run_1/logic_types.png
Scale: 1.5 px per um.
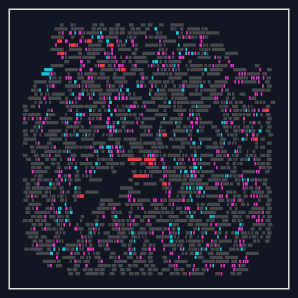
run_1/io_placement.png
Scale: 2 px per um. Pins as bars across the die edge, other pins in grey.
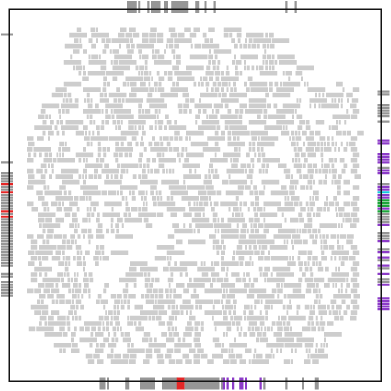
run_1/detail.png
Region (80, 43) to (105, 68) um. Cells in grey, sequential cells in the stronger grey; small squares are vias.
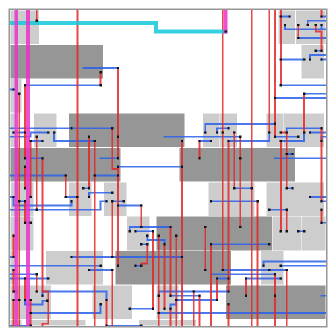
[src/rtl/hw_accel_dma_stream_driver_if.sv]
// hw_accel_dma_stream_driver_if
// Purpose: groups the two DMA streams between the stream driver and the
//          accelerator wrapper (MM2S read stream and S2MM write stream).
// Signals:
//   dma_rready  read-stream ready, driven by the wrapper
//   dma_rvalid  read-stream valid, driven by the stream driver
//   dma_rkeep   read-stream byte keep, driven by the stream driver
//   dma_rdata   read-stream data, driven by the stream driver
//   dma_wvalid  write-stream valid, driven by the wrapper
//   dma_wlast   write-stream last, driven by the wrapper
//   dma_wdata   write-stream data, driven by the wrapper
//   dma_wready  write-stream ready, driven by the stream driver
// Modports: master = stream driver (DMA channel role), slave = wrapper.
interface hw_accel_dma_stream_driver_if #(
  parameter int DATA_WIDTH = 32
);
  logic                    dma_rready;
  logic                    dma_rvalid;
  logic [DATA_WIDTH/8-1:0] dma_rkeep;
  logic [DATA_WIDTH-1:0]   dma_rdata;
  logic                    dma_wvalid;
  logic                    dma_wlast;
  logic [DATA_WIDTH-1:0]   dma_wdata;
  logic                    dma_wready;

  modport master (
    input  dma_rready,
    output dma_rvalid,
    output dma_rkeep,
    output dma_rdata,
    input  dma_wvalid,
    input  dma_wlast,
    input  dma_wdata,
    output dma_wready
  );

  modport slave (
    output dma_rready,
    input  dma_rvalid,
    input  dma_rkeep,
    input  dma_rdata,
    output dma_wvalid,
    output dma_wlast,
    output dma_wdata,
    input  dma_wready
  );
endinterface

[src/rtl/hw_accel_dma_stream_driver.sv]
// hw_accel_dma_stream_driver
// Purpose: stands in for the DMA controller during bring-up/loopback.
//   The read side sources one frame of pattern words (seed + index) into the
//   wrapper; the write side sinks the processed stream with programmable
//   wready throttling, checks wlast framing, counts beats and sums a checksum.
// Ports:
//   clk, rst       clock, asynchronous active-high reset
//   start          one-cycle pulse, begins one frame when idle
//   pattern_seed   base value of the generated pattern
//   stall_mask     wready throttle, bit k stalls wready in phase k
//   busy, done     frame in progress / one-cycle end-of-frame pulse
//   err_wlast      sticky wlast framing error
//   err_timeout    sticky write-stream idle timeout
//   rx_word_count  write beats accepted this frame
//   checksum       mod-2^32 sum of accepted dma_wdata[31:0]
//   dma            stream interface (master modport)
module hw_accel_dma_stream_driver #(
  parameter int DATA_WIDTH      = 32,
  parameter int FRAME_WIDTH     = 640,
  parameter int FRAME_HEIGHT    = 480,
  parameter int TRANSFER_LENGTH = 1920,
  parameter int TIMEOUT_CYCLES  = 65535
) (
  input  logic        clk,
  input  logic        rst,
  input  logic        start,
  input  logic [31:0] pattern_seed,
  input  logic [7:0]  stall_mask,
  output logic        busy,
  output logic        done,
  output logic        err_wlast,
  output logic        err_timeout,
  output logic [31:0] rx_word_count,
  output logic [31:0] checksum,
  hw_accel_dma_stream_driver_if.master dma
);

  localparam logic [1:0] ST_IDLE  = 2'd0;
  localparam logic [1:0] ST_RUN   = 2'd1;
  localparam logic [1:0] ST_DRAIN = 2'd2;
  localparam logic [1:0] ST_DONE  = 2'd3;

  localparam logic [31:0] FRAME_BEATS   = 32'(FRAME_WIDTH * FRAME_HEIGHT);
  localparam logic [31:0] LAST_TX       = FRAME_BEATS - 32'd1;
  localparam logic [31:0] LAST_BURST    = 32'(TRANSFER_LENGTH - 1);
  localparam logic [31:0] TIMEOUT_LIMIT = 32'(TIMEOUT_CYCLES);

  logic [1:0]  state;
  logic [2:0]  phase;
  logic [31:0] seed_q;
  logic [31:0] tx_index;
  logic [31:0] burst_cnt;
  logic [31:0] idle_cnt;

  logic rd_beat;
  logic wr_beat;
  logic wlast_bad;
  logic timeout_hit;

  assign busy = (state == ST_RUN) || (state == ST_DRAIN);
  assign done = (state == ST_DONE);

  // The seed is captured at start so the presented word cannot move while
  // the wrapper holds off rready, even if the register block rewrites it.
  assign dma.dma_rvalid = (state == ST_RUN);
  assign dma.dma_rkeep  = dma.dma_rvalid ? '1 : '0;
  assign dma.dma_rdata  = dma.dma_rvalid ? DATA_WIDTH'(seed_q + tx_index) : '0;

  // busy already excludes DONE, so no separate DONE term is needed here.
  assign dma.dma_wready = busy && !stall_mask[phase];

  assign rd_beat = dma.dma_rvalid && dma.dma_rready;
  assign wr_beat = dma.dma_wvalid && dma.dma_wready;

  // A beat past the frame size is a framing error regardless of wlast.
  assign wlast_bad = (dma.dma_wlast != (burst_cnt == LAST_BURST)) ||
                     (rx_word_count >= FRAME_BEATS);

  // The idle counter runs from the last write beat even while still in RUN,
  // so the timeout measures the real gap since the final accepted beat.
  assign timeout_hit = !wr_beat && (idle_cnt >= TIMEOUT_LIMIT - 32'd1);

  always_ff @(posedge clk or posedge rst) begin
    if (rst) begin
      state         <= ST_IDLE;
      phase         <= '0;
      seed_q        <= '0;
      tx_index      <= '0;
      burst_cnt     <= '0;
      idle_cnt      <= '0;
      rx_word_count <= '0;
      checksum      <= '0;
      err_wlast     <= 1'b0;
      err_timeout   <= 1'b0;
    end else begin
      case (state)
        ST_IDLE: begin
          if (start) begin
            state         <= ST_RUN;
            seed_q        <= pattern_seed;
            phase         <= '0;
            tx_index      <= '0;
            burst_cnt     <= '0;
            idle_cnt      <= '0;
            rx_word_count <= '0;
            checksum      <= '0;
            err_wlast     <= 1'b0;
            err_timeout   <= 1'b0;
          end
        end
        ST_RUN: begin
          if (rd_beat) begin
            tx_index <= tx_index + 32'd1;
            if (tx_index == LAST_TX) begin
              state <= ST_DRAIN;
            end
          end
        end
        ST_DRAIN: begin
          // Completion is tested first so it wins over a coincident timeout.
          if (rx_word_count >= FRAME_BEATS) begin
            state <= ST_DONE;
          end else if (timeout_hit) begin
            err_timeout <= 1'b1;
            state       <= ST_DONE;
          end
        end
        ST_DONE: begin
          state <= ST_IDLE;
        end
        default: begin
          state <= ST_IDLE;
        end
      endcase

      if (busy) begin
        phase <= phase + 3'd1;
        if (wr_beat) begin
          idle_cnt <= '0;
        end else if (idle_cnt < TIMEOUT_LIMIT) begin
          idle_cnt <= idle_cnt + 32'd1;
        end
      end

      if (wr_beat) begin
        rx_word_count <= rx_word_count + 32'd1;
        checksum      <= checksum + dma.dma_wdata[31:0];
        burst_cnt     <= (burst_cnt == LAST_BURST) ? 32'd0 : burst_cnt + 32'd1;
        if (wlast_bad) begin
          err_wlast <= 1'b1;
        end
      end
    end
  end

endmodule

[src/flat_wrapper.sv]
// flat-port wrapper written by rule: the top's interface ports become plain ports
module hw_accel_dma_stream_driver_flat 
#(
  parameter int DATA_WIDTH      = 32,
  parameter int FRAME_WIDTH     = 640,
  parameter int FRAME_HEIGHT    = 480,
  parameter int TRANSFER_LENGTH = 1920,
  parameter int TIMEOUT_CYCLES  = 65535
)
  (clk, rst, start, pattern_seed, stall_mask, busy, done, err_wlast, err_timeout, rx_word_count, checksum, dma_dma_rready, dma_dma_rvalid, dma_dma_rkeep, dma_dma_rdata, dma_dma_wvalid, dma_dma_wlast, dma_dma_wdata, dma_dma_wready);
  hw_accel_dma_stream_driver_if #(.DATA_WIDTH(DATA_WIDTH)) dma_i ();
  input  logic clk;
  input  logic rst;
  input  logic start;
  input  logic [31:0] pattern_seed;
  input  logic [7:0] stall_mask;
  output logic busy;
  output logic done;
  output logic err_wlast;
  output logic err_timeout;
  output logic [31:0] rx_word_count;
  output logic [31:0] checksum;
  input wire logic [$bits(dma_i.dma_rready)-1:0] dma_dma_rready;
  output wire logic [$bits(dma_i.dma_rvalid)-1:0] dma_dma_rvalid;
  output wire logic [$bits(dma_i.dma_rkeep)-1:0] dma_dma_rkeep;
  output wire logic [$bits(dma_i.dma_rdata)-1:0] dma_dma_rdata;
  input wire logic [$bits(dma_i.dma_wvalid)-1:0] dma_dma_wvalid;
  input wire logic [$bits(dma_i.dma_wlast)-1:0] dma_dma_wlast;
  input wire logic [$bits(dma_i.dma_wdata)-1:0] dma_dma_wdata;
  output wire logic [$bits(dma_i.dma_wready)-1:0] dma_dma_wready;
  assign dma_i.dma_rready = dma_dma_rready;
  assign dma_dma_rvalid = dma_i.dma_rvalid;
  assign dma_dma_rkeep = dma_i.dma_rkeep;
  assign dma_dma_rdata = dma_i.dma_rdata;
  assign dma_i.dma_wvalid = dma_dma_wvalid;
  assign dma_i.dma_wlast = dma_dma_wlast;
  assign dma_i.dma_wdata = dma_dma_wdata;
  assign dma_dma_wready = dma_i.dma_wready;
  hw_accel_dma_stream_driver #(.DATA_WIDTH(DATA_WIDTH), .FRAME_WIDTH(FRAME_WIDTH), .FRAME_HEIGHT(FRAME_HEIGHT), .TRANSFER_LENGTH(TRANSFER_LENGTH), .TIMEOUT_CYCLES(TIMEOUT_CYCLES)) u_core (.clk(clk), .rst(rst), .start(start), .pattern_seed(pattern_seed), .stall_mask(stall_mask), .busy(busy), .done(done), .err_wlast(err_wlast), .err_timeout(err_timeout), .rx_word_count(rx_word_count), .checksum(checksum), .dma(dma_i));
endmodule
[config.mk]
export PLATFORM = sky130hd
export DESIGN_NAME = hw_accel_dma_stream_driver_flat
export DESIGN_NICKNAME = d
export VERILOG_FILES = /design/src/rtl/hw_accel_dma_stream_driver_if.sv /design/src/rtl/hw_accel_dma_stream_driver.sv /design/src/flat_wrapper.sv
export SDC_FILE = /design/constraint.sdc
export NUM_CORES = 1
export LEC_CHECK = 0
export CAP_MARGIN = 10
export CORE_MARGIN = 8
export CORE_UTILIZATION = 45
export CTS_CLUSTER_SIZE = 28
export DETAILED_ROUTE_END_ITERATION = 8
export PLACE_DENSITY = 0.65
export SLEW_MARGIN = 25
export SYNTH_ARGS = -nofsm -noshare
export SYNTH_HDL_FRONTEND = slang
export SYNTH_SLANG_ARGS = --single-unit
[constraint.sdc]
create_clock -name clk -period 14.85 [get_ports clk]
set_input_delay 2.97 -clock clk [delete_from_list [all_inputs] [get_ports clk]]
set_output_delay 2.97 -clock clk [all_outputs]
set_load 0.05 [all_outputs]
==> qor.yml, run 1 <==
final_timing:
  rsz0062_at_grt: "false"
  tns_ps: 0
  period_used_share: 0.548
  slew_headroom: 0.376
  max_freq_mhz: 123
  finalHoldViolations: 0
  drv_slew: 0
grt:
  grt_pass1_wl_um: 57000
  grt_antenna_before_repair: 5
  track_usage: 0.204
route:
  ant_nets: 0
  via_per_inst: 5.62
  wl_per_cell_um: 16.9
  drt_iter0_drc: 705
  vias: 11600
placed_design:
  dpl.hpwl_um: 25500
  place_area_mm2: 0.0150
  io_buffers: 183
synth:
  synth-seq-cells: 199
  yosysMostFrequentCell: "nand2_1"
  synth_cell_type_count: 69
  ff_type: "dfrtp_1"
  yosysTopAreaCell: "dfrtp_1"
  ys_chip_area_mm2: 0.0129
  netlist.area_leader.share: 0.386
  synthTopCellsByCount: "nand2_1 (223), dfrtp_1 (199), o21ai_0 (148)"
min_path:
  hold_path_class: "reg -> reg"
setup_path:
  cpPeakStageDelay_ps: 820
  ff2ff_path_depth: 10
  cp_slowest_cell: "clkdlybuf4s50_1"
  path_cells: "clkdlybuf4s50_1 -> mux4_1 -> mux2i_4 -> and2_4 -> clkdlybuf4s50_1"
  rr_endpoint: "u_core.burst_cnt[29]"
  crit_top_cell: "clkdlybuf4s50_1"
  worstPathRequired_ps: 11880
floorplanning:
  num_rows: 62
  die_x_um: 185
  io_pins: 184
outcome:
  status: "finished clean"
clock_tree:
  cts_setup_buffers: 0
  clk_latency_ps: 450
  root_buffer: "clkbuf_16"
  clockBufferDepth: 2
  cts.sinks: 199
finish:
  syn2layout_area_growth_pct: 21.0
  nNetsFinal: 1812
job:
  tool_warnings: 35
pwr:
  p_leak_nw: 6.96
  power_density_mw_per_mm2: 168
-- logic_types.png (at the start) --
Key: magenta = nand cells [cells 359, most used nand2_1, where spread over the die]; cyan = nor cells [cells 162, most used nor2_1]; red = mux cells [cells 16, most used mux2i_1]
most frequent logic cell in the layout: nand2_1
final non-filler cell total: 2056
Comb area share: 0.480

-- io_placement.png (at the start) --
Key: green = `dma_dma_rkeep` [pins 4, direction output, edge right]; red = `stall_mask` [pins 8, direction input, edge 4 left, 4 bottom]; cyan = `done` [pins 1, direction output, edge right]; purple = `dma_dma_rdata` [pins 32, direction output, edge 25 right, 7 bottom]

-- detail.png (at the start) --
Key: red = metal 2; magenta = metal 4; cyan = metal 3; blue = metal 1
Most frequent: dfrtp_1 (7), o21ai_0 (5). 31 logic cells have their middle in the window. Netlist names of flops here include `u_core.checksum` (5), `u_core.seed_q` (2). Sequential cells in the window: 7.

[run 1: cell families (layout without fill, tap and decap cells)]
kind of cell / after synthesis / count (layout) / share of synthesized area
buffers and inverters: 101 / 264 / 0.0334
AND-OR/OR-AND: 411 / 411 / 0.198
multiplexers: 16 / 16 / 0.0159
adder cells (fa/ha/maj): 76 / 76 / 0.0749
XOR/XNOR: 81 / 81 / 0.0550
other: 0 / 2 / 0
AND/OR/NAND/NOR: 623 / 623 / 0.237
flip-flops: 199 / 199 / 0.386
[run 1: worst reg2reg max path: stages (launching register included)]
cell,delay [ps]
dfrtp_1,400
ha_1,220
and3_1,260
nand4_1,210
nor3_1,570
or3_1,640
buf_4,390
inv_1,210
a21o_1,200
nand2_1,70
o31ai_2,60
[run 1: placed cells by master (no fill, tap or decap), drive strengths merged, types with 15 or more instances in the layout]
cell	instances
nor3	25
a21oi	79
clkdlybuf4s50	183
nor2b	23
nor2	91
nor4	15
nand4	42
xor2	31
o31ai	35
o211ai	17
clkbuf	19
xnor2	50
a31oi	23
nand3	81
o21ai	150
inv	46
and2	43
ha	74
and3	34
dfrtp	199
a21o	31
nand2	225
[run 1: layer usage]
layer / vias up / wire [um] / global-route usage
li1: 5783 / - / -
met1: 5475 / 16000 / 0.261
met2: 247 / 16300 / 0.343
met3: 41 / 1810 / 0.0430
met4: 6 / 588 / 0.0573
met5: - / 41 / 0
[run 1: worst max path at each step]
stage	cells past startpoint	endpoint	start	slack, ps
after floorplan	1	u_core.burst_cnt[0]	rst	6450
after global placement	5	dma_dma_wready	stall_mask[1]	6680
after detailed placement	5	dma_dma_wready	stall_mask[4]	6680
after CTS	5	dma_dma_wready	stall_mask[4]	6680
after global routing	5	dma_dma_wready	stall_mask[4]	6650
final	5	dma_dma_wready	stall_mask[4]	6720
[run 1: per-stage QoR]
stage / utilization / worst slack [ps]
floorplan: - / 6450
global placement: 0.528 / 6680
detailed placement: 0.528 / 6680
CTS: 0.548 / 6680
global route: 0.548 / 6650
finish: 0.548 / 6720
[run 1: flip-flops by register name (all words and copies together), names as in the netlist]
register and cells:
u_core.seed_q 32, u_core.rx_word_count 32, u_core.err_wlast 1, u_core.idle_cnt 32, u_core.tx_index 32, u_core.err_timeout 1, u_core.phase 3, u_core.burst_cnt 32
u_core.state 2, u_core.checksum 32
[run 1: layout make-up]
cell class | instances | area, um2 | area share
Clock buffer | 19 | 453 | 0.0290
Tap cell | 384 | 480 | 0.0308
Sequential cell | 199 | 4980 | 0.319
Timing Repair Buffer | 192 | 1900 | 0.122
Inverter | 41 | 166 | 0.0107
Antenna cell | 2 | 5.00 | 0.000321
Multi-Input combinational cell | 1207 | 7500 | 0.480
Clock inverter | 12 | 130 | 0.00833
[run 1: where the power goes]
part / internal (mW) / switching, mW
logic: 0.494 / 0.919
registers: 0.648 / 0.101
clock network: 0.232 / 0.233
total: 1.37 / 1.25
run_1/congestion.png
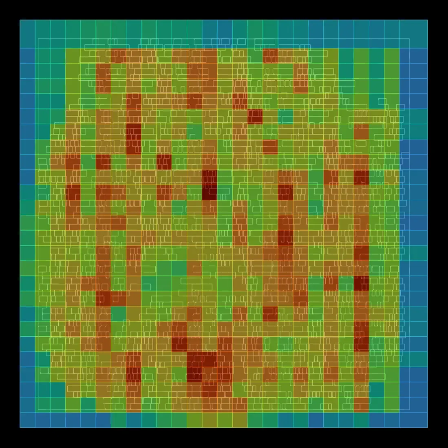

## Run 2: what changed since run 1
PLACE_DENSITY = 0.68   (was 0.65)
clock period = 6.8 ns   (was 14.85 ns; I/O delays follow)
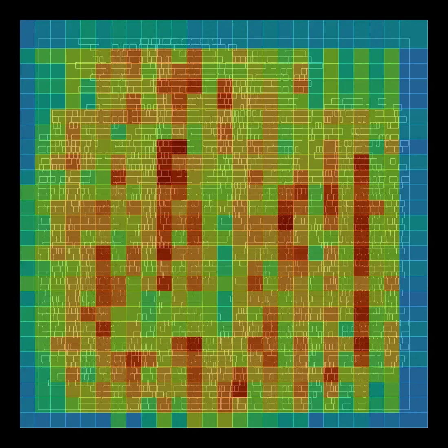
run_2/congestion.png
WL/cell: 16.8 um
total track usage: 0.202
GRT met3 Usage: 0.0333
busiest grt layer: met2
GR Layer Usage met2: 0.339

==> run 2 against run 1 <==
Compared with the run above:
- core utilization grew 0.19 points
- critical path depth grew 7
- power grew 120%
- sequential power grew 120%
- largest power group unchanged
- die area is the same
- via count grew 0.92%
- first-iteration DRC count grew 9.4%
- sequential share of layout area shrank 0.11 points
- non-clock buffer count grew 1
- global-route usage shrank 0.22 points
- sequential cell count is the same
- synthesized area is the same
==> qor.yml, run 2 <==
outcome:
  status: "finished clean"
grt:
  grt_antenna_before_repair: 2
  grt_pass1_wl_um: 57100
route:
  ant_nets: 0
  via_per_inst: 5.66
finish:
  lay_top_count: "nand2_1"
  nNetsFinal: 1813
  final_cell_mix: "nand2_1 (221), dfrtp_1 (199), clkdlybuf4s50_1 (183)"
  syn2layout_area_growth_pct: 21.5
final_timing:
  drv_slew: 0
  rsz0062_at_grt: "false"
  period_used_share: 0.847
  finalHoldViolations: 0
  tns_ps: 0
  slew_headroom: 0.407
floorplanning:
  die_x_um: 185
  core-area_mm2: 0.0285
  io_pins: 184
  num_rows: 62
placed_design:
  place_area_mm2: 0.0150
  dpl.hpwl_um: 25200
  io_buffers: 183
setup_path:
  path_cells: "ha_1 -> inv_1 -> fa_1 -> nor2b_1 -> o31ai_1 -> a31oi_1 -> a21oi_1 -> o211ai_1 -> nand2_1 -> o41a_1 -> mux2i_1 -> clkdlybuf4s50_1"
  cp.depth: 12
  ff2ff_path_depth: 7
  cp_slowest_cell: "clkdlybuf4s50_1"
  cpPeakStageDelay_ps: 830
  crit_end: "dma_dma_rdata[28]"
  rr_endpoint: "u_core.idle_cnt[16]"
synth:
  ys_sh_mux: 0.0159
  yosysMostFrequentCell: "nand2_1"
  ys_sh_xor: 0.0550
  adder_share: 0.0749
  netlist.area_leader.share: 0.386
  synth-seq-cells: 199
  synth_cell_type_count: 69
  ff_type: "dfrtp_1"
  synth-compound-area-share: 0.198
  logic_family: "simple AND/OR/NAND/NOR gates"
  simple_gate_area_frac: 0.237
  yosysTopAreaCell: "dfrtp_1"
  synthTopCellsByCount: "nand2_1 (223), dfrtp_1 (199), o21ai_0 (148)"
clock_tree:
  cts_setup_buffers: 0
  clockBufferDepth: 2
  root_buffer: "clkbuf_16"
pwr:
  p_int_mw: 3.00
  power_density_mw_per_mm2: 370
  power_frac_seq: 0.282
  p_comb_frac: 0.537
  clkPwrFrac: 0.181
  switching_share: 0.482
  switchingPower_mw: 2.79
  ir_drop_mv: 0.351
  p_leak_nw: 6.98
min_path:
  hold_path_class: "reg -> reg"
job:
  tool_warnings: 36
==> run 2: cell counts after synthesis <==
Identical to the previous run, type by type.
==> run 2: cell families (layout without fill, tap and decap cells) <==
kind of cell	count (synthesis)	in the layout
and+or+nand+nor	623	623
AOI/OAI and AO/OA	411	411
DFF	199	199
buffers and inverters	101	266
xor gates and xnor gates	81	81
adders and majority gates	76	76
muxes	16	16
other	0	3
==> run 2: layer usage <==
layer,GRT usage,up-vias,routed length (um)
met3,0.0333,33,1820
li1,-,5772,-
met2,0.339,288,16300
met1,0.265,5565,16000
met5,0,-,0
met4,0.0541,0,515
==> run 2: worst min path at each step <==
stage | startpoint | endpoint | slack (ps) | cells after the start
floorplan | u_core.idle_cnt[4] | u_core.idle_cnt[4] | 440 | 1
global placement | u_core.idle_cnt[4] | u_core.idle_cnt[4] | 460 | 1
detailed placement | u_core.burst_cnt[10] | u_core.burst_cnt[10] | 460 | 1
CTS | u_core.burst_cnt[10] | u_core.burst_cnt[10] | 480 | 1
global route | u_core.seed_q[15] | u_core.seed_q[15] | 500 | 2
finish | u_core.burst_cnt[10] | u_core.burst_cnt[10] | 480 | 1
==> run 2: power by group through the flow <==
stage / clock network [mW] / registers [mW] / logic [mW]
final: 1.05 / 1.63 / 3.11
after global routing: 1.13 / 1.67 / 3.42
after detailed placement: 0 / 1.65 / 3.11
after CTS: 1.08 / 1.63 / 3.12
after floorplan: 0 / 1.86 / 2.03
after global placement: 0 / 1.65 / 3.07
==> run 2: metrics by stage <==
stage / setup WS, ps / instances / hold WS (ps) / util
3_5_place_dp: 1520 / 2024 / 463 / 0.528
4_1_cts: 1040 / 2056 / 478 / 0.550
2_1_floorplan: 14.3 / 1507 / 437 / -
6_report: 1040 / 2059 / 478 / 0.550
3_3_place_gp: 1640 / 2024 / 458 / 0.528
5_1_grt: 771 / 2058 / 503 / 0.550
==> run 2: cell type report <==
type	count	area, um2
antenna	3	7.51
clock buffer	17	425
clock inverter	15	195
fill	2629	12800
inverter	41	166
multi-input combinational	1207	7510
sequential	199	4980
tap	384	480
timing repair buffer	193	1910
==> run 2: worst reg2reg max path: cells and delay by family (launching register included) <==
| family | cells | cell delay [ps] |
|---|---|---|
| AND-OR/OR-AND | 2 | 1500 |
| adder cells (fa/ha/maj) | 1 | 560 |
| buffers and inverters | 2 | 340 |
| flip-flops | 1 | 420 |
| AND/OR/NAND/NOR | 2 | 450 |
run_2/detail.png
Region (80, 43) to (105, 68) um. Cells in grey, sequential cells in the stronger grey; small squares are vias.
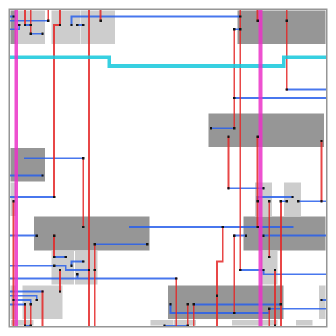

## Run 3: what changed since run 2
clock period = 4.65 ns   (was 6.8 ns; I/O delays follow)
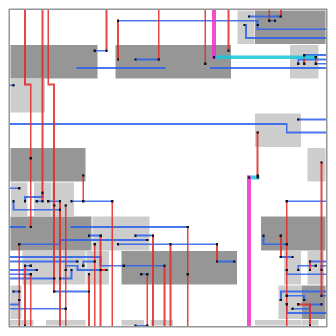
run_3/detail.png
Region (80, 43) to (105, 68) um. Cells in grey, sequential cells in the stronger grey; small squares are vias.
Key: red = metal 2; blue = metal 1; cyan = metal 3; magenta = metal 4
Most frequent: dfrtp_1 (7), nand2_1 (4). Netlist names of flops here include `u_core.checksum` (3), `u_core.idle_cnt` (2). Sequential cells in the window: 7. 21 logic cells have their middle in the window.

==> run 3 against run 2 <==
Compared with the run above:
- synthesized cell count stayed put
- largest power group unchanged
- core utilization up 0.39 points
- die area unchanged
- worst setup slack worse by 850 ps
- register-to-register slack lost 2000 ps
==> qor.yml, run 3 <==
finish:
  syn2layout_area_growth_pct: 22.3
  final_util: 0.554
  layout.cells.non_filler: 2064
  final_cell_mix: "nand2_1 (221), dfrtp_1 (198), clkdlybuf4s50_1 (167)"
  lay_top_count: "nand2_1"
setup_path:
  cpPeakStageDelay_ps: 800
  worstPathRequired_ps: 3720
  cp_slowest_cell: "clkdlybuf4s50_1"
  path_cells: "ha_1 -> a211oi_1 -> o211ai_1 -> and3_1 -> nor2_1 -> o221ai_1 -> o21ai_0 -> xnor2_1 -> and2_1 -> clkdlybuf4s50_1"
placed_design:
  dpl.hpwl_um: 26400
  post-place-cells: 2029
floorplanning:
  io_pins: 184
  chipArea_mm2: 0.0343
  num_rows: 62
  core-area_mm2: 0.0285
  die_x_um: 185
clock_tree:
  clk_latency_ps: 440
  cts.sinks: 199
  clockBufferDepth: 2
  root_buffer: "clkbuf_16"
pwr:
  ir_drop_mv: 0.340
  power_frac_seq: 0.280
  clkPwrFrac: 0.179
  p_comb_frac: 0.541
  power_density_mw_per_mm2: 542
  switchingPower_mw: 4.11
  switching_share: 0.481
  p_int_mw: 4.44
  p_leak_nw: 7.15
synth:
  yosysMostFrequentCell: "nand2_1"
  synth-seq-cells: 199
  synthTopCellsByCount: "nand2_1 (223), dfrtp_1 (199), o21ai_0 (148)"
  ff_type: "dfrtp_1"
  synth_cell_type_count: 69
  yosysTopAreaCell: "dfrtp_1"
  edf_count: 0
final_timing:
  slew_headroom: 0.352
  holdWs_ps: 488
  drv_slew: 0
  max_freq_mhz: 224
  finalHoldViolations: 0
  tns_ps: 0
  period_used_share: 0.960
  rsz0062_at_grt: "false"
outcome:
  status: "finished clean"
grt:
  grt_pass1_wl_um: 59000
  track_usage: 0.208
  grt_antenna_before_repair: 1
route:
  vias: 11800
  wl_per_cell_um: 17.2
  post-route-drc-count: 0
  ant_nets: 0
  via_per_inst: 5.73
  drt_iter0_drc: 871
min_path:
  hold_path_class: "reg -> reg"
-- run 3: metal layers --
layer / vias to the layer above / GRT usage / wire, um
li1: 5778 / - / -
met1: 5689 / 0.275 / 16400
met2: 321 / 0.347 / 16500
met3: 38 / 0.0390 / 1980
met4: 0 / 0.0531 / 590
met5: - / 0 / 0
-- run 3: final timing paths --
| kind | start | end | slack, ps | cells after the start |
|---|---|---|---|---|
| worst max-delay path | u_core.tx_index[1] | dma_dma_rdata[23] | 190 | 10 |
| worst min-delay path | u_core.idle_cnt[22] | u_core.idle_cnt[22] | 490 | 1 |
| worst max register to register | u_core.burst_cnt[0] | u_core.burst_cnt[26] | 1500 | 9 |
| worst min register to register | u_core.idle_cnt[22] | u_core.idle_cnt[22] | 490 | 1 |
| max in group asynchronous | rst | u_core.tx_index[0] | 2860 | 3 |
| min in group asynchronous | rst | u_core.tx_index[5] | 930 | 2 |
-- run 3: layout make-up --
type	instances	area, um2
multi-input combinational	1207	7520
fill	2631	12700
inverter	41	158
clock inverter	15	190
clock buffer	17	425
timing repair buffer	200	2030
antenna	1	2.50
tap	384	480
sequential	199	4980
-- run 3: cells by family after synthesis --
| group | count (synthesis) | synth area share |
|---|---|---|
| buffers and inverters | 101 | 0.0334 |
| XOR/XNOR | 81 | 0.0550 |
| adder cells (fa/ha/maj) | 76 | 0.0749 |
| AND/OR/NAND/NOR | 623 | 0.237 |
| AND-OR/OR-AND | 411 | 0.198 |
| flip-flops | 199 | 0.386 |
| multiplexers | 16 | 0.0159 |
-- run 3: worst register-to-register path, delay by kind of cell, from the launching register on --
| family | cells | cell delay (ps) |
|---|---|---|
| simple gates | 5 | 1780 |
| flops | 1 | 400 |
| buf+inv | 1 | 370 |
| compound gates | 2 | 260 |
| fa+ha+maj | 1 | 220 |
-- run 3: power groups by stage --
stage	Sequential (mW)	Combinational, mW	Clock (mW)
2_1_floorplan	2.72	2.97	0
3_3_place_gp	2.41	4.56	0
3_5_place_dp	2.42	4.61	0
4_1_cts	2.39	4.64	1.57
5_1_grt	2.44	5.05	1.65
6_report	2.39	4.62	1.53
-- run 3: per-stage QoR --
| stage | setup slack (ps) | instance area (um2) |
|---|---|---|
| 4_1_cts | 22.3 | 15700 |
| 3_3_place_gp | 476 | 15100 |
| 3_5_place_dp | 398 | 15100 |
| 5_1_grt | 4.14 | 15800 |
| 6_report | 188 | 15800 |
| 2_1_floorplan | 299 | 12900 |
-- run 3: repair_timing --
| item | 4_1_cts | 5_1_grt |
|---|---|---|
| pin swaps | 0 | 1 |
| setup endpoints to repair | 4 | 9 |
| resized | 2 | 10 |
| gates cloned | 0 | 0 |
| setup buffers | 0 | 2 |
Power figures rest on the tool's default switching activity, not on a simulated workload.
